[src/rtl/timer_pkg.sv]
// Shared types and constants for the BCD game-clock countdown timer.
// Latency: n/a (declarations only).
// Backpressure: n/a.
package timer_pkg;

    // Top-level control states of the countdown.
    typedef enum logic [1:0] {
        IDLE    = 2'd0,
        RUN     = 2'd1,
        PAUSED  = 2'd2,
        EXPIRED = 2'd3
    } timer_state_t;

    // One BCD decade.
    typedef logic [3:0] bcd_t;

    // Largest legal value of the seconds-tens decade (x0..x5).
    localparam int SEC_TENS_MAX = 5;
    // Largest legal value of a plain decimal decade.
    localparam int BCD_MAX      = 9;

    // Saturate an out-of-range preset to the decade's largest legal value.
    function automatic bcd_t clampBcd(input bcd_t val, input bcd_t maxVal);
        return (val > maxVal) ? maxVal : val;
    endfunction

endpackage

[src/rtl/bcd_down_digit.sv]
// One BCD decade of a down counter with clamped parallel load and borrow out.
// Latency: load/decrement visible one clk after the command cycle; borrowOut is combinational.
// Backpressure: none; load wins over dec, dec is applied whenever asserted.
module bcd_down_digit
    import timer_pkg::*;
#(
    parameter int MAX = 9,
    parameter int W   = 4
) (
    input  logic         clk,
    input  logic         reset,
    input  logic         load,
    input  logic [W-1:0] loadVal,
    input  logic         dec,
    output logic [W-1:0] digit,
    output logic         borrowOut
);

    localparam logic [W-1:0] MAX_VAL = W'(MAX);

    logic [W-1:0] loadClamped;

    // Presets above the decade's range saturate instead of wrapping.
    always_comb begin
        loadClamped = W'(clampBcd(bcd_t'(loadVal), bcd_t'(MAX)));
    end

    // Decade register: load has priority, decrement wraps 0 -> MAX.
    always_ff @(posedge clk or posedge reset) begin
        if (reset) begin
            digit <= '0;
        end else if (load) begin
            digit <= loadClamped;
        end else if (dec) begin
            digit <= (digit == '0) ? MAX_VAL : (digit - W'(1));
        end
    end

    // A decrement of a zero digit asks the next decade up for a borrow.
    assign borrowOut = dec && (digit == '0);

endmodule

[src/rtl/tick_countdown_timer.sv]
// M:SS BCD game-clock countdown paced by the prescaler's tickEn pulse, with load/start/pause.
// Latency: commands and second decrements take effect on the edge after their cycle.
// Backpressure: none; load > (start xor pause) > tickEn, a losing tickEn is dropped.
module tick_countdown_timer
    import timer_pkg::*;
#(
    parameter int TICKS_PER_SEC = 100,
    parameter int WARN_SEC      = 10
) (
    input  logic       clk,
    input  logic       reset,
    input  logic       tickEn,
    input  logic       load,
    input  logic       start,
    input  logic       pause,
    input  logic [3:0] loadMin,
    input  logic [2:0] loadSecT,
    input  logic [3:0] loadSecU,
    output logic [3:0] minDigit,
    output logic [2:0] secTens,
    output logic [3:0] secUnits,
    output logic       running,
    output logic       expired,
    output logic       expiredPulse,
    output logic       warning
);

    // A single-tick second still needs a one-bit counter register.
    localparam int SUB_W = (TICKS_PER_SEC > 1) ? $clog2(TICKS_PER_SEC) : 1;
    localparam logic [SUB_W-1:0] SUB_LAST = SUB_W'(TICKS_PER_SEC - 1);

    timer_state_t     state;
    timer_state_t     nextState;
    logic [SUB_W-1:0] subCnt;

    logic startCmd;
    logic pauseCmd;
    logic timeNonZero;
    logic runTick;
    logic secondDone;
    logic decUnits;
    logic unitsBorrow;
    logic tensBorrow;
    logic minBorrow;
    logic lastSecond;
    logic reachZero;
    logic [6:0] secTotal;

    // Command decode: simultaneous start and pause cancel each other.
    always_comb begin
        startCmd    = start && !pause;
        pauseCmd    = pause && !start;
        timeNonZero = (minDigit != 4'd0) || (secTens != 3'd0) || (secUnits != 4'd0);
        // A tick only counts in RUN and only when no higher-priority command owns the cycle.
        runTick     = (state == RUN) && tickEn && !load && !pauseCmd;
        secondDone  = runTick && (subCnt == SUB_LAST);
        // The zero guard keeps the clock from ever wrapping below 0:00.
        decUnits    = secondDone && timeNonZero;
        lastSecond  = decUnits && (minDigit == 4'd0) && (secTens == 3'd0)
                      && (secUnits == 4'd1);
        // A minute borrow can only mean an underflow; treat it as expiry too.
        reachZero   = lastSecond || minBorrow;
    end

    // Sub-second tick counter, cleared by load and held outside RUN.
    always_ff @(posedge clk or posedge reset) begin
        if (reset) begin
            subCnt <= '0;
        end else if (load) begin
            subCnt <= '0;
        end else if (runTick) begin
            subCnt <= (subCnt == SUB_LAST) ? '0 : (subCnt + SUB_W'(1));
        end
    end

    bcd_down_digit #(
        .MAX (BCD_MAX),
        .W   (4)
    ) uUnits (
        .clk       (clk),
        .reset     (reset),
        .load      (load),
        .loadVal   (loadSecU),
        .dec       (decUnits),
        .digit     (secUnits),
        .borrowOut (unitsBorrow)
    );

    bcd_down_digit #(
        .MAX (SEC_TENS_MAX),
        .W   (3)
    ) uTens (
        .clk       (clk),
        .reset     (reset),
        .load      (load),
        .loadVal   (loadSecT),
        .dec       (unitsBorrow),
        .digit     (secTens),
        .borrowOut (tensBorrow)
    );

    bcd_down_digit #(
        .MAX (BCD_MAX),
        .W   (4)
    ) uMin (
        .clk       (clk),
        .reset     (reset),
        .load      (load),
        .loadVal   (loadMin),
        .dec       (tensBorrow),
        .digit     (minDigit),
        .borrowOut (minBorrow)
    );

    // State register.
    always_ff @(posedge clk or posedge reset) begin
        if (reset) begin
            state <= IDLE;
        end else begin
            state <= nextState;
        end
    end

    // Next-state logic: load from anywhere returns to IDLE; EXPIRED only leaves on load.
    always_comb begin
        nextState = state;
        if (load) begin
            nextState = IDLE;
        end else begin
            case (state)
                IDLE, PAUSED: begin
                    if (startCmd && timeNonZero) begin
                        nextState = RUN;
                    end
                end
                RUN: begin
                    if (pauseCmd) begin
                        nextState = PAUSED;
                    end else if (reachZero) begin
                        nextState = EXPIRED;
                    end
                end
                EXPIRED: nextState = EXPIRED;
                default: nextState = IDLE;
            endcase
        end
    end

    // Entry-to-EXPIRED strobe, registered so it lines up with expired rising.
    always_ff @(posedge clk or posedge reset) begin
        if (reset) begin
            expiredPulse <= 1'b0;
        end else begin
            expiredPulse <= (state == RUN) && (nextState == EXPIRED);
        end
    end

    // Status outputs decoded from the state and digit registers.
    always_comb begin
        // Warning thresholds never exceed a minute, so only 0:SS can qualify.
        secTotal = (7'(secTens) * 7'd10) + 7'(secUnits);
        running  = (state == RUN);
        expired  = (state == EXPIRED);
        warning  = (state == RUN) && (minDigit == 4'd0) && (secTotal < 7'(WARN_SEC));
    end

endmodule

[config.mk]
export PLATFORM = sky130hd
export DESIGN_NAME = tick_countdown_timer
export DESIGN_NICKNAME = d
export VERILOG_FILES = /design/src/rtl/timer_pkg.sv /design/src/rtl/bcd_down_digit.sv /design/src/rtl/tick_countdown_timer.sv
export SDC_FILE = /design/constraint.sdc
export NUM_CORES = 1
export LEC_CHECK = 0
export CAP_MARGIN = 20
export CORE_AREA = 2 2 64 66
export DETAILED_ROUTE_END_ITERATION = 8
export DIE_AREA = 0 0 66 68
export GPL_TIMING_DRIVEN = 1
export PLACE_DENSITY = 0.66
export SLEW_MARGIN = 20
export SYNTH_ARGS = -nofsm -noshare
export SYNTH_HDL_FRONTEND = slang
export SYNTH_SLANG_ARGS = --single-unit
export TNS_END_PERCENT = 10
[constraint.sdc]
create_clock -name clk -period 2.32 [get_ports clk]
set_input_delay 0.58 -clock clk [delete_from_list [all_inputs] [get_ports clk]]
set_output_delay 0.58 -clock clk [all_outputs]
set_load 0.005 [all_outputs]
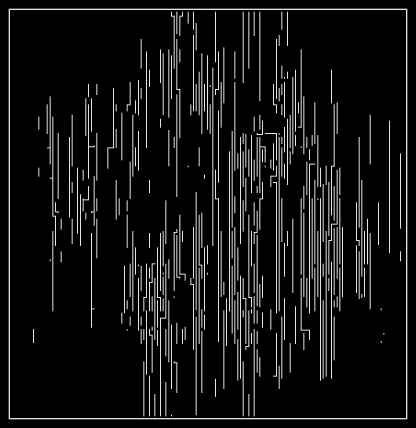
*The metal 2 layer, run 1*
Scale: 6 px per um.
- wire length on this layer: 2180 um
- nets with wire on the layer: 213
- longest straight run: 30.3 um
- share of all routed wire: 54%

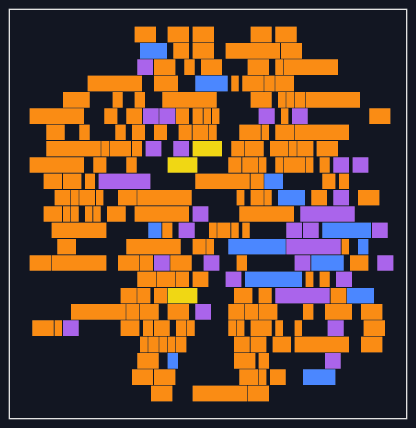
*Drive-strength map, run 1*
Scale: 6 px per um.
- purple: drive 3 to 4 (cells 29; share 13%)
- blue: drive 2 (cells 13; share 6.0%)
- yellow: drive 6 and up (cells 3; share 1.4%)
- orange: drive 1 or less (cells 171; share 79%)

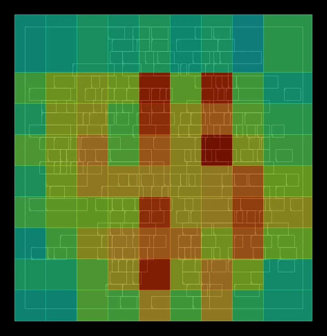
*Track usage over the die, run 1*
Avg WL per Cell: 15.1 um
Most Crowded Layer GR: met2

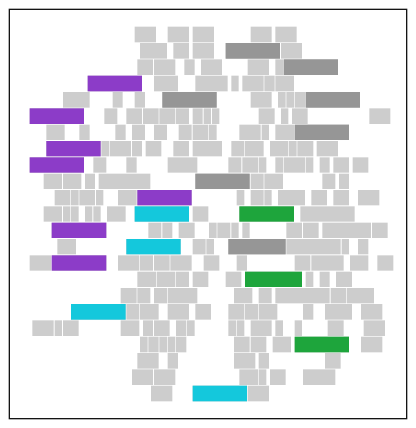
*Sequential cells colored by netlist name, run 1*
Scale: 6 px per um.
- purple: subCnt (flops 7)
- cyan: uMin.digit (flops 4)
- green: uTens.digit (flops 3)

==> flow_summary.yaml, run 1 <==
# yosys + openroad results
pwr:
  cellLeakagePower_nw: 0.882
min_path:
  min_to: "subCnt[1]"
status:
  status: "finished with violations"
  violations: "negative setup slack"
final_timing:
  setup_violations: 1
  setup_ws_ns: -0.437
  maxSlewViolCount: 0
setup_path:
  crit_path_max_incr_delay_ns: 0.46
  path_cells: "ha_4 -> fa_2 -> a211o_1 -> o22ai_2 -> nand3b_1 -> a211oi_2 -> buf_2"
  reg2reg_depth: 5
  crit_fanout: 3
  cp_slowest_cell: "dfrtp_2"
logic_synthesis:
  avgSynthCellArea_um2: 9.00
  ys_seq_share: 0.363
  async_flop_share: 1.00
cts:
  cts_setup_buffers: 0
  clk_latency_ns: 0.27
global_route:
  grt_pass1_wl_mm: 6.74
  grtUsageMet1: 0.222
finish:
  seq_area_um2: 528
  nNonClkBuffers: 56
  logic_area_um2: 925
  buf_share: 0.236
routing:
  wirelength_mm: 4.02
  met3_wirelength_um: 140
## run 1: through the flow
step                      TNS (ns)  instance area, um2  setup slack, ns  utilization
after floorplan                  0                1470          0.00104            -
after global placement      -0.513                2010           -0.446        0.522
after detailed placement    -0.814                2010           -0.545        0.522
after CTS                   -0.419                2050           -0.419        0.533
after global routing        -0.514                2090           -0.514        0.542
final                       -0.437                2090           -0.437        0.542
## run 1: cells by family after synthesis
family,after synthesis,share of synthesized area
multiplexers,1,0.00691
buffers and inverters,14,0.0380
AND/OR/NAND/NOR,66,0.263
XOR/XNOR,2,0.0121
adder cells (fa/ha/maj),8,0.0743
AND-OR/OR-AND,49,0.244
flip-flops,21,0.363
## run 1: report_power, final
group          internal (mW)  switching (mW)
Sequential             0.385          0.0231
Clock                  0.120           0.135
Combinational          0.164           0.134
Total                  0.669           0.292
## run 1: sequential cells by signal (all words and copies together), names as in the netlist
register and cells:
expiredPulse 1, state 2, subCnt 7, uMin.digit 4
uTens.digit 3, uUnits.digit 4
## run 1: synthesized netlist by cell type (2+ instances only)
master,number
a211o_1,2
a211oi_1,2
a21o_1,3
a21oi_1,9
a22o_1,5
a31oi_1,2
and2_1,2
buf_2,2
clkbuf_1,3
dfrtp_1,21
ha_1,7
inv_1,9
nand2_1,15
nand2b_1,3
nand3_1,3
nand3b_1,3
nor2_1,14
nor3_1,3
nor4_1,6
nor4b_1,2
o21a_1,3
o21ai_0,7
o22ai_1,2
o311ai_0,3
o31a_1,5
or3_1,3
or4_1,2
xor2_1,2
## run 1: worst register-to-register path: cells and delay by family, from the launching register on
| family | cells | cell delay, ns |
|---|---|---|
| DFF | 1 | 0.45 |
| and+or+nand+nor | 3 | 0.99 |
| AOI/OAI and AO/OA | 1 | 0.20 |
| buffers and inverters | 1 | 0.21 |
--- run 2 (diff from run 1) ---
--- a/config.mk
+++ b/config.mk
@@ -9,8 +9,8 @@
 export CORE_AREA = 2 2 64 66
 export DETAILED_ROUTE_END_ITERATION = 8
 export DIE_AREA = 0 0 66 68
-export GPL_TIMING_DRIVEN = 1
-export PLACE_DENSITY = 0.66
+export GPL_TIMING_DRIVEN = 0
+export PLACE_DENSITY = 0.73
 export SLEW_MARGIN = 20
 export SYNTH_ARGS = -nofsm -noshare
 export SYNTH_HDL_FRONTEND = slang
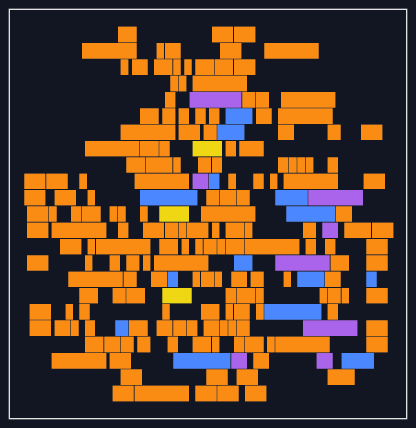
*Drive-strength map, run 2*
Scale: 6 px per um.
- purple: drive 3 to 4 (cells 8; share 4.0%)
- orange: drive 1 or less (cells 175; share 88%)
- blue: drive 2 (cells 14; share 7.0%)
- yellow: drive 6 and up (cells 3; share 1.5%)

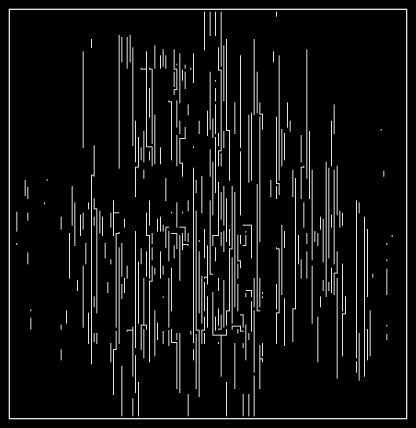
*The metal 2 layer, run 2*
Scale: 6 px per um.
- wire length on this layer: 1750 um
- longest straight run: 31.5 um
- main direction: vertical
- share of all routed wire: 48%
- nets with wire on the layer: 187

==> flow_summary.yaml, run 2 <==
# yosys + openroad results
setup_path:
  cp_slowest_cell: "dfrtp_2"
  crit_fanout: 3
  path_cells: "ha_4 -> fa_2 -> a211o_1 -> o22ai_1 -> nand3b_1 -> a211oi_2 -> buf_2"
  arrival_ns: 2.15
  reg2reg_depth: 4
  r2r-end: "state[1]"
  crit_path_max_incr_delay_ns: 0.46
final_timing:
  setup_tns_ns: -0.407
  setup_violations: 1
  setup_ws_ns: -0.407
  worst_pin_slew_ns: 0.856
  maxSlewViolCount: 0
finish:
  final_core_util: 0.505
  logic_area_um2: 921
  seq_area_um2: 529
  largest_reg_flops: 7
  regMostFlops: "subCnt"
  reg_top3: "subCnt x7, uMin.digit x4, uUnits.digit x4"
routing:
  wirelength_mm: 3.63
  wire_per_inst_um: 14.5
  vias_per_cell: 5.61
  met3_wirelength_um: 183
pwr:
  p_int_uw: 645
  power_frac_comb: 0.269
  switchingPower_uw: 269
  swShare: 0.294
logic_synthesis:
  avgSynthCellArea_um2: 9.00
  ys_seq_share: 0.363
  most_common_cell: "dfrtp_1"
  async_flop_share: 1.00
cts:
  clk_latency_ns: 0.27
status:
  status: "finished with violations"
  violations: "negative setup slack"
min_path:
  min_to: "subCnt[1]"
global_route:
  grt_pass1_wl_mm: 5.99
-- run 2: cell counts after synthesis --
No cell type changed its count.
-- run 2: metal layers --
layer	track usage	up-vias
met4	0.0740	0
li1	-	689
met2	0.270	55
met1	0.246	654
met5	0	-
met3	0.0214	5
-- run 2: stage by stage --
| step | setup slack, ns | area (um2) |
|---|---|---|
| detailed placement | -0.586 | 1850 |
| global placement | -0.576 | 1850 |
| floorplan | 0.00104 | 1470 |
| finish | -0.407 | 1950 |
| CTS | -0.398 | 1940 |
| global route | -0.464 | 1950 |
-- run 2: power groups by stage --
| stage | combinational, mW | sequential, mW | clock, mW |
|---|---|---|---|
| 2_1_floorplan | 0.128 | 0.420 | 0 |
| 3_3_place_gp | 0.219 | 0.426 | 0 |
| 3_5_place_dp | 0.224 | 0.427 | 0 |
| 4_1_cts | 0.243 | 0.416 | 0.254 |
| 5_1_grt | 0.275 | 0.421 | 0.269 |
| 6_report | 0.246 | 0.416 | 0.252 |
-- run 2: cell type report --
class | instances | share of cell area
multi-input combinational | 126 | 0.473
sequential | 21 | 0.272
timing repair buffer | 35 | 0.172
tap | 50 | 0.0321
clock buffer | 4 | 0.0231
inverter | 9 | 0.0173
buffer | 5 | 0.0109
-- run 2: logic make-up after synthesis --
logic type                 Yosys count  synth area share
and+or+nand+nor                     66             0.263
AOI/OAI and AO/OA                   49             0.244
DFF                                 21             0.363
buffers and inverters               14            0.0380
adders and majority gates            8            0.0743
xor gates and xnor gates             2            0.0121
muxes                                1           0.00691
-- run 2: repair_timing --
| action | CTS | global route |
|---|---|---|
| endpoints found under the hold margin | 0 | 0 |
| setup endpoints to repair | 1 | 4 |
| setup buffers | 3 | 1 |
| pin swaps | 5 | 1 |
| resized | 7 | 2 |
No activity file was given, so power comes from the tool's default toggle rates.
